`src/rtl/eth_tx_packet_arbiter_if.sv`:
```
// Bundled handshake, data and status signals between the NIC TX streams, the MAC and the arbiter.
// No logic; carries wires only.
// The slave modport is the arbiter's view; master is the NIC/MAC side that drives it.
interface eth_tx_packet_arbiter_if #(
    parameter int NUM_NICS    = 3,
    parameter int DATA_WIDTH  = 256,
    parameter int EMPTY_WIDTH = 5
);
    localparam int GW = $clog2(NUM_NICS);

    logic [NUM_NICS*DATA_WIDTH-1:0]  in_data;
    logic [NUM_NICS-1:0]             in_valid;
    logic [NUM_NICS-1:0]             in_sop;
    logic [NUM_NICS-1:0]             in_eop;
    logic [NUM_NICS*EMPTY_WIDTH-1:0] in_empty;
    logic [NUM_NICS-1:0]             in_error;
    logic [NUM_NICS-1:0]             in_ready;
    logic [DATA_WIDTH-1:0]           out_data;
    logic                            out_valid;
    logic                            out_sop;
    logic                            out_eop;
    logic [EMPTY_WIDTH-1:0]          out_empty;
    logic                            out_error;
    logic                            out_ready;
    logic [GW-1:0]                   grant_id;
    logic [31:0]                     pkt_cnt;
    logic [15:0]                     trunc_cnt;
    logic [15:0]                     drop_cnt;

    modport slave (
        input  in_data, in_valid, in_sop, in_eop, in_empty, in_error, out_ready,
        output in_ready, out_data, out_valid, out_sop, out_eop, out_empty, out_error,
        output grant_id, pkt_cnt, trunc_cnt, drop_cnt
    );

    modport master (
        output in_data, in_valid, in_sop, in_eop, in_empty, in_error, out_ready,
        input  in_ready, out_data, out_valid, out_sop, out_eop, out_empty, out_error,
        input  grant_id, pkt_cnt, trunc_cnt, drop_cnt
    );
endinterface

```
`src/rtl/eth_tx_packet_arbiter.sv`:
```
// Packet-atomic N:1 Avalon-ST TX arbiter (round-robin or fixed priority) with length watchdog.
// Latency: 1 cycle input beat to out_*; one idle arbitration cycle between packets.
// Backpressure: single output register, load = !out_valid || out_ready; granted in_ready follows load.
module eth_tx_packet_arbiter #(
    parameter int NUM_NICS      = 3,
    parameter int DATA_WIDTH    = 256,
    parameter int EMPTY_WIDTH   = 5,
    parameter int ARB_MODE      = 0,
    parameter int MAX_PKT_BEATS = 64
) (
    input  logic clk,
    input  logic reset,
    eth_tx_packet_arbiter_if.slave bus
);
    localparam int GW = $clog2(NUM_NICS);
    localparam int BW = $clog2(MAX_PKT_BEATS + 1);

    localparam logic [1:0] S_IDLE  = 2'd0;
    localparam logic [1:0] S_XFER  = 2'd1;
    localparam logic [1:0] S_DRAIN = 2'd2;

    logic [1:0]             r_state;
    logic [GW-1:0]          r_grant;
    logic [BW-1:0]          r_beat_cnt;
    logic [DATA_WIDTH-1:0]  r_out_data;
    logic                   r_out_valid;
    logic                   r_out_sop;
    logic                   r_out_eop;
    logic [EMPTY_WIDTH-1:0] r_out_empty;
    logic                   r_out_error;
    logic [31:0]            r_pkt_cnt;
    logic [15:0]            r_trunc_cnt;
    logic [15:0]            r_drop_cnt;

    logic                   w_load;
    logic [NUM_NICS-1:0]    w_cand;
    logic [NUM_NICS-1:0]    w_orphan;
    logic [NUM_NICS-1:0]    w_in_ready;
    logic                   w_found;
    logic [GW-1:0]          w_winner;
    int                     w_idx;
    logic [DATA_WIDTH-1:0]  w_sel_data;
    logic [EMPTY_WIDTH-1:0] w_sel_empty;
    logic                   w_sel_valid;
    logic                   w_sel_sop;
    logic                   w_sel_eop;
    logic                   w_sel_error;
    logic                   w_accept;
    logic                   w_last;
    logic                   w_trunc;
    logic                   w_drop;

    assign w_load      = !r_out_valid || bus.out_ready;
    assign w_cand      = bus.in_valid & bus.in_sop;
    assign w_orphan    = bus.in_valid & ~bus.in_sop;
    assign w_sel_data  = bus.in_data[r_grant*DATA_WIDTH +: DATA_WIDTH];
    assign w_sel_empty = bus.in_empty[r_grant*EMPTY_WIDTH +: EMPTY_WIDTH];
    assign w_sel_valid = bus.in_valid[r_grant];
    assign w_sel_sop   = bus.in_sop[r_grant];
    assign w_sel_eop   = bus.in_eop[r_grant];
    assign w_sel_error = bus.in_error[r_grant];
    assign w_accept    = (r_state == S_XFER) && w_load && w_sel_valid;
    assign w_last      = (r_beat_cnt == BW'(MAX_PKT_BEATS - 1));
    assign w_trunc     = w_accept && !w_sel_eop && w_last;
    assign w_drop      = ((r_state == S_DRAIN) && w_sel_valid) ||
                         ((r_state == S_IDLE) && (|w_orphan));

    // Pick the next packet owner among channels presenting SOP; the last loop hit wins.
    always_comb begin
        w_found  = 1'b0;
        w_winner = '0;
        w_idx    = 0;
        if (ARB_MODE == 1) begin
            for (int i = NUM_NICS - 1; i >= 0; i--) begin
                if (w_cand[i]) begin
                    w_found  = 1'b1;
                    w_winner = GW'(i);
                end
            end
        end else begin
            // Walk from farthest to nearest so the channel right after the last grant wins.
            for (int k = NUM_NICS; k >= 1; k--) begin
                w_idx = int'(r_grant) + k;
                if (w_idx >= NUM_NICS) w_idx = w_idx - NUM_NICS;
                if (w_cand[w_idx]) begin
                    w_found  = 1'b1;
                    w_winner = GW'(w_idx);
                end
            end
        end
    end

    // Ready: flush orphans while idle, follow the output register while transferring, sink while draining.
    always_comb begin
        w_in_ready = '0;
        if (!reset) begin
            case (r_state)
                S_IDLE:  w_in_ready = w_orphan;
                S_XFER:  w_in_ready[r_grant] = w_load;
                S_DRAIN: w_in_ready[r_grant] = 1'b1;
                default: w_in_ready = '0;
            endcase
        end
    end

    // Packet state machine, grant holder and beat counter.
    always_ff @(posedge clk or posedge reset) begin
        if (reset) begin
            r_state    <= S_IDLE;
            r_grant    <= GW'(NUM_NICS - 1);
            r_beat_cnt <= '0;
        end else begin
            case (r_state)
                S_IDLE: begin
                    if (w_found) begin
                        r_grant    <= w_winner;
                        r_beat_cnt <= '0;
                        r_state    <= S_XFER;
                    end
                end
                S_XFER: begin
                    if (w_accept) begin
                        r_beat_cnt <= r_beat_cnt + 1'b1;
                        if (w_sel_eop)   r_state <= S_IDLE;
                        else if (w_last) r_state <= S_DRAIN;
                    end
                end
                S_DRAIN: begin
                    if (w_sel_valid && w_sel_eop) r_state <= S_IDLE;
                end
                default: r_state <= S_IDLE;
            endcase
        end
    end

    // Output register; a truncated beat is rewritten as an errored EOP with no empty bytes.
    always_ff @(posedge clk or posedge reset) begin
        if (reset) begin
            r_out_data  <= '0;
            r_out_valid <= 1'b0;
            r_out_sop   <= 1'b0;
            r_out_eop   <= 1'b0;
            r_out_empty <= '0;
            r_out_error <= 1'b0;
        end else if (w_load) begin
            r_out_valid <= w_accept;
            if (w_accept) begin
                r_out_data  <= w_sel_data;
                r_out_sop   <= w_sel_sop && (r_beat_cnt == '0);
                r_out_eop   <= w_sel_eop || w_last;
                r_out_empty <= w_trunc ? '0 : w_sel_empty;
                r_out_error <= w_sel_error || w_trunc;
            end
        end
    end

    // Statistics: packets wrap, truncations and drops saturate.
    always_ff @(posedge clk or posedge reset) begin
        if (reset) begin
            r_pkt_cnt   <= '0;
            r_trunc_cnt <= '0;
            r_drop_cnt  <= '0;
        end else begin
            if (w_accept && (w_sel_eop || w_last))  r_pkt_cnt   <= r_pkt_cnt + 1'b1;
            if (w_trunc && (r_trunc_cnt != 16'hFFFF)) r_trunc_cnt <= r_trunc_cnt + 1'b1;
            if (w_drop && (r_drop_cnt != 16'hFFFF))   r_drop_cnt  <= r_drop_cnt + 1'b1;
        end
    end

    assign bus.in_ready  = w_in_ready;
    assign bus.out_data  = r_out_data;
    assign bus.out_valid = r_out_valid;
    assign bus.out_sop   = r_out_sop;
    assign bus.out_eop   = r_out_eop;
    assign bus.out_empty = r_out_empty;
    assign bus.out_error = r_out_error;
    assign bus.grant_id  = r_grant;
    assign bus.pkt_cnt   = r_pkt_cnt;
    assign bus.trunc_cnt = r_trunc_cnt;
    assign bus.drop_cnt  = r_drop_cnt;
endmodule

```
`src/flat_wrapper.sv`:
```
// flat-port wrapper written by rule: the top's interface ports become plain ports
module eth_tx_packet_arbiter_flat 
#(
    parameter int NUM_NICS      = 3,
    parameter int DATA_WIDTH    = 256,
    parameter int EMPTY_WIDTH   = 5,
    parameter int ARB_MODE      = 0,
    parameter int MAX_PKT_BEATS = 64
)
  (clk, reset, bus_in_data, bus_in_valid, bus_in_sop, bus_in_eop, bus_in_empty, bus_in_error, bus_out_ready, bus_in_ready, bus_out_data, bus_out_valid, bus_out_sop, bus_out_eop, bus_out_empty, bus_out_error, bus_grant_id, bus_pkt_cnt, bus_trunc_cnt, bus_drop_cnt);
  eth_tx_packet_arbiter_if #(.NUM_NICS(NUM_NICS), .DATA_WIDTH(DATA_WIDTH), .EMPTY_WIDTH(EMPTY_WIDTH)) bus_i ();
  input  logic clk;
  input  logic reset;
  input wire logic [$bits(bus_i.in_data)-1:0] bus_in_data;
  input wire logic [$bits(bus_i.in_valid)-1:0] bus_in_valid;
  input wire logic [$bits(bus_i.in_sop)-1:0] bus_in_sop;
  input wire logic [$bits(bus_i.in_eop)-1:0] bus_in_eop;
  input wire logic [$bits(bus_i.in_empty)-1:0] bus_in_empty;
  input wire logic [$bits(bus_i.in_error)-1:0] bus_in_error;
  input wire logic [$bits(bus_i.out_ready)-1:0] bus_out_ready;
  output wire logic [$bits(bus_i.in_ready)-1:0] bus_in_ready;
  output wire logic [$bits(bus_i.out_data)-1:0] bus_out_data;
  output wire logic [$bits(bus_i.out_valid)-1:0] bus_out_valid;
  output wire logic [$bits(bus_i.out_sop)-1:0] bus_out_sop;
  output wire logic [$bits(bus_i.out_eop)-1:0] bus_out_eop;
  output wire logic [$bits(bus_i.out_empty)-1:0] bus_out_empty;
  output wire logic [$bits(bus_i.out_error)-1:0] bus_out_error;
  output wire logic [$bits(bus_i.grant_id)-1:0] bus_grant_id;
  output wire logic [$bits(bus_i.pkt_cnt)-1:0] bus_pkt_cnt;
  output wire logic [$bits(bus_i.trunc_cnt)-1:0] bus_trunc_cnt;
  output wire logic [$bits(bus_i.drop_cnt)-1:0] bus_drop_cnt;
  assign bus_i.in_data = bus_in_data;
  assign bus_i.in_valid = bus_in_valid;
  assign bus_i.in_sop = bus_in_sop;
  assign bus_i.in_eop = bus_in_eop;
  assign bus_i.in_empty = bus_in_empty;
  assign bus_i.in_error = bus_in_error;
  assign bus_i.out_ready = bus_out_ready;
  assign bus_in_ready = bus_i.in_ready;
  assign bus_out_data = bus_i.out_data;
  assign bus_out_valid = bus_i.out_valid;
  assign bus_out_sop = bus_i.out_sop;
  assign bus_out_eop = bus_i.out_eop;
  assign bus_out_empty = bus_i.out_empty;
  assign bus_out_error = bus_i.out_error;
  assign bus_grant_id = bus_i.grant_id;
  assign bus_pkt_cnt = bus_i.pkt_cnt;
  assign bus_trunc_cnt = bus_i.trunc_cnt;
  assign bus_drop_cnt = bus_i.drop_cnt;
  eth_tx_packet_arbiter #(.NUM_NICS(NUM_NICS), .DATA_WIDTH(DATA_WIDTH), .EMPTY_WIDTH(EMPTY_WIDTH), .ARB_MODE(ARB_MODE), .MAX_PKT_BEATS(MAX_PKT_BEATS)) u_core (.clk(clk), .reset(reset), .bus(bus_i));
endmodule
```
`config.mk`:
```
export PLATFORM = sky130hd
export DESIGN_NAME = eth_tx_packet_arbiter_flat
export DESIGN_NICKNAME = d
export VERILOG_FILES = /design/src/rtl/eth_tx_packet_arbiter_if.sv /design/src/rtl/eth_tx_packet_arbiter.sv /design/src/flat_wrapper.sv
export SDC_FILE = /design/constraint.sdc
export NUM_CORES = 1
export LEC_CHECK = 0
export ABC_AREA = 1
export CAP_MARGIN = 5
export CORE_AREA = 2 2 447 449
export DETAILED_ROUTE_END_ITERATION = 16
export DIE_AREA = 0 0 449 451
export DONT_BUFFER_PORTS = 1
export GPL_TIMING_DRIVEN = 0
export RECOVER_POWER = 100
export SLEW_MARGIN = 5
export SYNTH_ARGS = -nofsm -noshare
export SYNTH_HDL_FRONTEND = slang
export SYNTH_SLANG_ARGS = --single-unit
```
`constraint.sdc`:
```
create_clock -name clk -period 11.2 [get_ports clk]
set_input_delay 2.24 -clock clk [delete_from_list [all_inputs] [get_ports clk]]
set_output_delay 2.24 -clock clk [all_outputs]
set_load 0.05 [all_outputs]
```
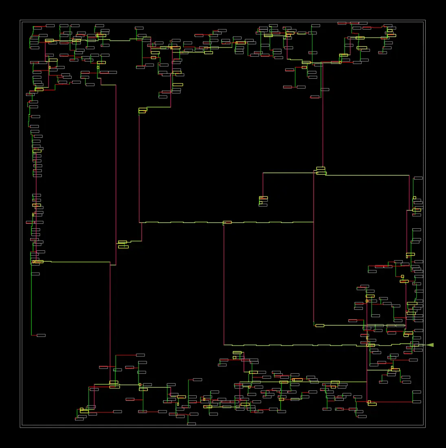
*Clock routing, run 1*
Num CTS Buffers: 46
Latency at later pin: 0.66 ns
Clock Skew: 0.0269 ns
CLK BUF: 63

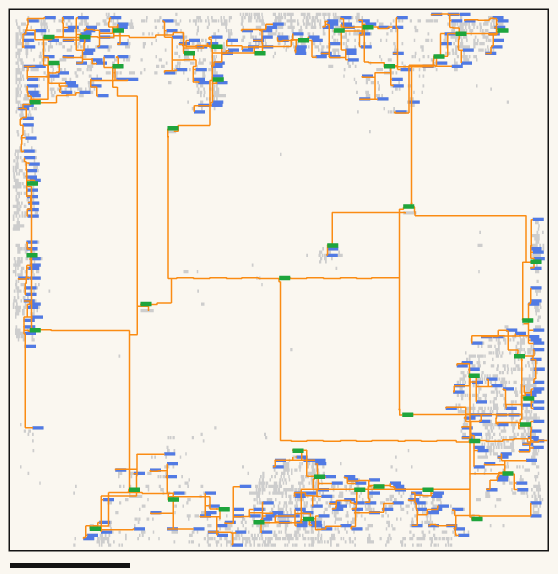
*Routed clock nets over the placement, run 1*
Bar = 100 um.
clock wires -> orange  # length 7340 um
flip-flops -> blue  # count 340
clock-net drivers -> green  # count 46
routed clock nets = 47
clock network fraction of total power: 17.0%
clock group power: 1590 uW

==> impl_metrics.ini, run 1 <==
; synthesis and place-and-route metrics
[setup_path]
cp_data_required_time_ns = 8.96
max_stage_delay_ns = 1.51
crit_path_start = reset
path_cells = clkinvlp_2, clkbuf_1, clkbuf_1, buf_12, nand2_1, inv_1
r2r_slack_ns = 4.23
crit_family = buffers and inverters
cp_max_fo = 33
cp-start-kind = input port
worst-path-stages = 6
crit_end = bus_in_ready[0]
r2r-end = u_core.bus.out_data[145]$_DFFE_PP0P_
critPathKind = in2out
crit_top_cell = clkbuf_1
r2r_start = u_core.bus.grant_id[1]$_DFFE_PP1P_
critical_path_buf_inv_count = 5
slowest_stage = clkbuf_1
critPathArrivalTime_ns = 5.88

[power]
power.density_nw_per_um2 = 385
p_int_uw = 3430
power.switching_uw = 5960
p_seq_share_pct = 52.8
power_leakage_uw = 0.00892
seq-power_uw = 4960
finalPower_uw = 9390
switching_share_pct = 63.5

[global_routing]
grt_max_degree = 39
grt_pass1_vias = 20100
met2_usage_pct = 28.1
grt_overflow = 0
grt_pass1_wl_um = 220000
gr-usage-met3_pct = 8.75
grt_busiest_layer = met2
grt_use_total_pct = 16.7
antenna_found_initial = 95
grtUsageMet1_pct = 16.8

[placement]
pre_cts_ws_ns = 4.85
dp_hpwl_um = 156000
placed_cells = 5403
io_buffers = 0
gp_congestion = 1.11
place_area_sq_um = 22900

[sta]
fin_ws_ns = 3.08
setup_tns_ns = 0
finalHoldViolations = 0
drv_slew = 225
max_slew.worst_pin.slew_ns = 2.19
setup_viol = 0
whs_ns = 0.521
rsz0062_at_grt = false
finalClockPeriodUsage_pct = 72.5
min_period_ns = 8.12

[cells_and_area]
largest_reg_flops = 256
clk_share_pct = 6.44
lay_top_count = nor2_1
stdcell_count = 5535
num_antenna_cells = 49
lay_top_cells = 851 x nor2_1, 538 x nand2_1, 339 x dfrtp_1, 299 x o21ai_0, 258 x a31oi_1
comb_area_sq_um = 9460
dominant_cells = logic gates
signal_buffers = 201
nets = 3601
flop_area_sq_um = 8510
nonClockInverterCount = 87
comb_cells = 2119
ff_count = 340
comb_share_pct = 38.8
final_cell_area_sq_um = 24400
final_util_pct = 12.3
drive_gt1_share_pct = 5.34
nFillCells = 23300
bufAreaShareNonClock_pct = 4.34
seq_share_pct = 34.9

[floorplan]
row_count = 164
io_pins = 1132
taps = 2656
fp_util_pct = 9.75
chipArea_sq_um = 202000

[logic_synthesis]
common_cells = 849 x nor2_1, 536 x nand2_1, 339 x dfrtp_1
ys_types = 36
ys_cells = 2733
yosysWarningCount = 0
yosysTopAreaCell = dfrtp_1
ys_seq_elements = 340
yosys.cell_count.top_type = nor2_1
ys_sh_aoi_pct = 16.8
simple_gate_share_pct = 29.9
ys_sh_mux_pct = 0
netlist_logic_family_top = simple AND/OR/NAND/NOR gates
ff_type = dfrtp_1
ys_seq_share_pct = 44.0
floorplan.nets = 3539
adder_share_pct = 0.518
synth.top_cells.by_area = dfrtp_1 44%, nor2_1 16%, nand2_1 10%
synth_area_per_cell_sq_um = 7.07
syn_inst = 2733
synth.cell_area_sq_um = 19300
top_area_share_pct = 43.9
xor_share_pct = 1.95
synthArstFlopShare_pct = 100
ys_area_sq_um = 19300

[routing]
ant_nets = 0
dr.pass1.iters = 6
wl_met2_um = 85700
drc = 0
wl_met3_um = 23500
via_per_inst = 3.94
dr.max_layer_used = met5
drt-wirelength-per-cell_um = 32.2
wl_met1_um = 58700

[clock_network]
root_buffer = clkbuf_16
cts_tree = done
cts.sinks = 340
path_clk_slew_ns = 0.06
cts_setup_buffers = 0
cts_max_path_buffers = 3
ctsHoldBuffers = 0
htreeDepth = 2

[run_status]
failed_checks = capacitance limit, slew limit
outcome = finished, violations left

[flow_run]
maxCapViolCount = 8
warning_count = 30

[min_path]
min_to = u_core.r_beat_cnt[6]$_DFFE_PP0P_
hold_start = u_core.r_beat_cnt[6]$_DFFE_PP0P_
whs_path_depth = 2
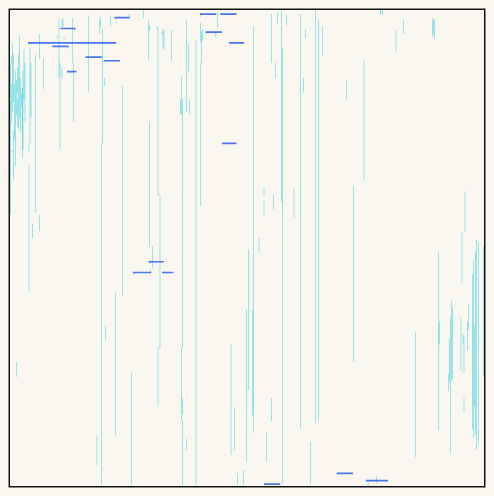
*Routed metal, one colour a layer, run 1*
Only two layers are drawn.
M4 -> cyan  # wire length 10000 um
M5 -> blue  # wire length 307 um
total routed wirelength: 178000 um
total number of vias: 21.8k

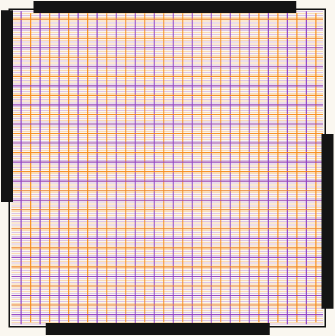
*Supply network, run 1*
Pins as bars on the die edge.
VDD -> orange
VSS -> purple
rows = 164
met4 straps = 32
met1 rails = 165
die height: 451 um
Max VDD drop: 0.133 mV
total core area: 198000 sq um
Die W: 449 um

==> run 2: changes to the inputs <==
Settings changed: CORE_AREA 2 2 447 449 to 2 2 439 441, DIE_AREA 0 0 449 451 to 0 0 441 443.
Clock period 11.2 ns to 7.9 ns, I/O delays scaled along.
==> run 2 against run 1 <==
  * Area after synthesis unchanged
  * Sequential share of layout area hardly changed
  * Critical path depth is 4 higher
  * Global-route usage grew 0.78 points
  * Clock skew increased by 0.00087 ns
  * Via count is 2.5% lower
  * The run still ends with capacitance limit, slew limit left
  * Cell count is 2.3% lower
  * Worst hold slack gained 0.0017 ns
  * Register-to-register slack worse by 3.5 ns
  * Routed wire length about the same
==> impl_metrics.ini, run 2 <==
; synthesis and place-and-route metrics
[run_status]
outcome = finished, violations left
failed_checks = capacitance limit, slew limit

[routing]
ant_nets = 0
drt-wirelength-per-cell_um = 33.0
dr.max_layer_used = met5
wl_met2_um = 89400
via_per_inst = 3.93

[min_path]
hold_start = u_core.r_beat_cnt[3]$_DFFE_PP0P_
min_to = u_core.r_beat_cnt[3]$_DFFE_PP0P_

[logic_synthesis]
synth.cell_area_sq_um = 19300
netlist_logic_family_top = simple AND/OR/NAND/NOR gates
yosysTopAreaCell = dfrtp_1
yosys.cell_count.top_type = nor2_1
synth.top_cells.by_area = dfrtp_1 44%, nor2_1 16%, nand2_1 10%
common_cells = 849 x nor2_1, 536 x nand2_1, 339 x dfrtp_1
ys_seq_elements = 340
ff_type = dfrtp_1
syn_inst = 2733
synthArstFlopShare_pct = 100
ys_sh_aoi_pct = 16.8
xor_share_pct = 1.95
top_area_share_pct = 43.9
simple_gate_share_pct = 29.9
floorplan.nets = 3539

[sta]
min_period_ns = 7.12
setup_viol = 0
finalHoldViolations = 0
finalClockPeriodUsage_pct = 90.2
drv_slew = 196
fin_ws_ns = 0.776
max_slew.worst_pin.slew_ns = 2.20
rsz0062_at_grt = false

[power]
switching_share_pct = 62.5
seq-power_uw = 6790
power.switching_uw = 8290
power.density_nw_per_um2 = 545
finalPower_uw = 13300
power_leakage_uw = 0.00901
p_int_uw = 4980

[floorplan]
taps = 2526
row_count = 161
core_sq_um = 191000
fp_util_pct = 10.1
chipArea_sq_um = 195000
io_pins = 1132

[global_routing]
gr-usage-met3_pct = 6.97
grt_max_degree = 39
grt_pass1_wl_um = 222000
met2_usage_pct = 30.9
grt_use_total_pct = 17.5

[cells_and_area]
signal_buffers = 205
nets = 3608
seq_share_pct = 35.0
largest_reg_flops = 256
dominant_cells = logic gates
comb_area_sq_um = 9470
num_antenna_cells = 38
bufAreaShareNonClock_pct = 4.40
nonClockInverterCount = 87
final_cell_area_sq_um = 24300
flop_area_sq_um = 8510
lay_top_cells = 850 x nor2_1, 538 x nand2_1, 339 x dfrtp_1, 297 x o21ai_0, 258 x a31oi_1
comb_cells = 2119
clk_share_pct = 7.03
comb_share_pct = 38.9
drive_gt1_share_pct = 5.95
lay_top_count = nor2_1

[clock_network]
path_clk_slew_ns = 0.06
htreeDepth = 2
cts_tree = done
root_buffer = clkbuf_16
cts_max_path_buffers = 3
cts_setup_buffers = 0

[setup_path]
cp-start-kind = flop
critical_path_buf_inv_count = 5
cp_data_required_time_ns = 8.37
critPathArrivalTime_ns = 7.60
max_stage_delay_ns = 1.51
critPathKind = reg2reg
worst-path-stages = 10
crit_path_start = u_core.bus.grant_id[1]$_DFFE_PP1P_
crit_end = u_core.bus.out_data[165]$_DFFE_PP0P_
crit_family = buffers and inverters

[flow_run]
maxCapViolCount = 8
warning_count = 30

[placement]
placed_cells = 5277
place_area_sq_um = 22800
pre_cts_ws_ns = 1.45
dp_hpwl_um = 155000
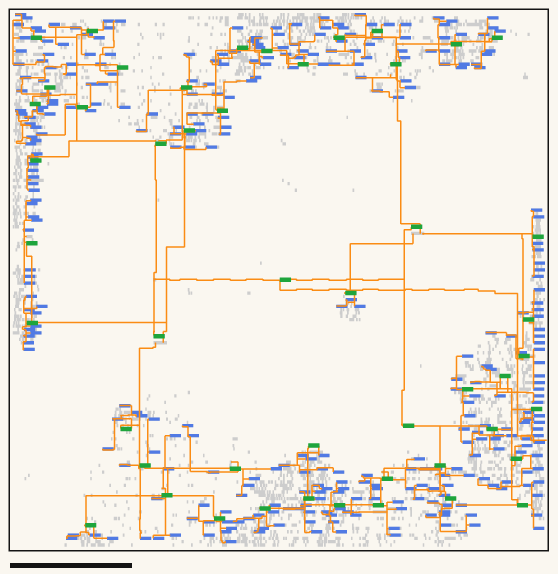
*Routed clock nets over the placement, run 2*
Bar = 100 um.
Latency at later pin: 0.68 ns
clock group power: 2420 uW

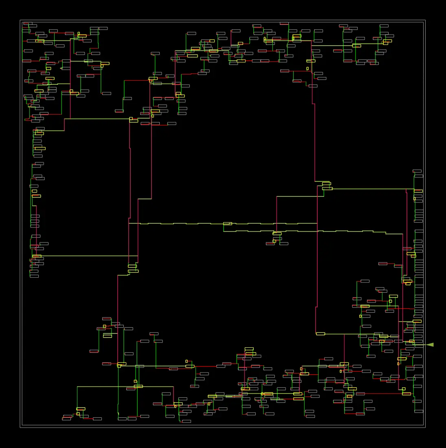
*Clock routing, run 2*
Sinks on Clock Net: 340
Seq cells: 340
Num CTS Buffers: 49
Clock Skew: 0.0277 ns
CLK BUF: 65

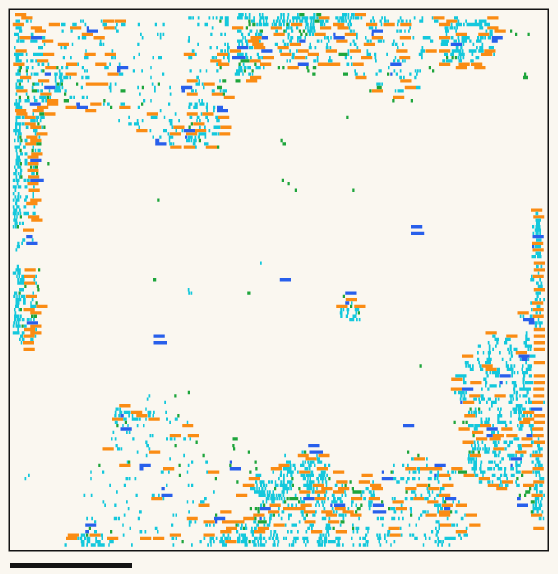
*Cell classes on the final placement, run 2*
Bar = 100 um.
remaining logic cells -> cyan  # cells 2206
remaining buffers and delay cells -> green  # cells 205
clock drivers and dummy loads -> blue  # cells 91
registers -> orange  # cells 340

Power and IR drop assume default switching activity.
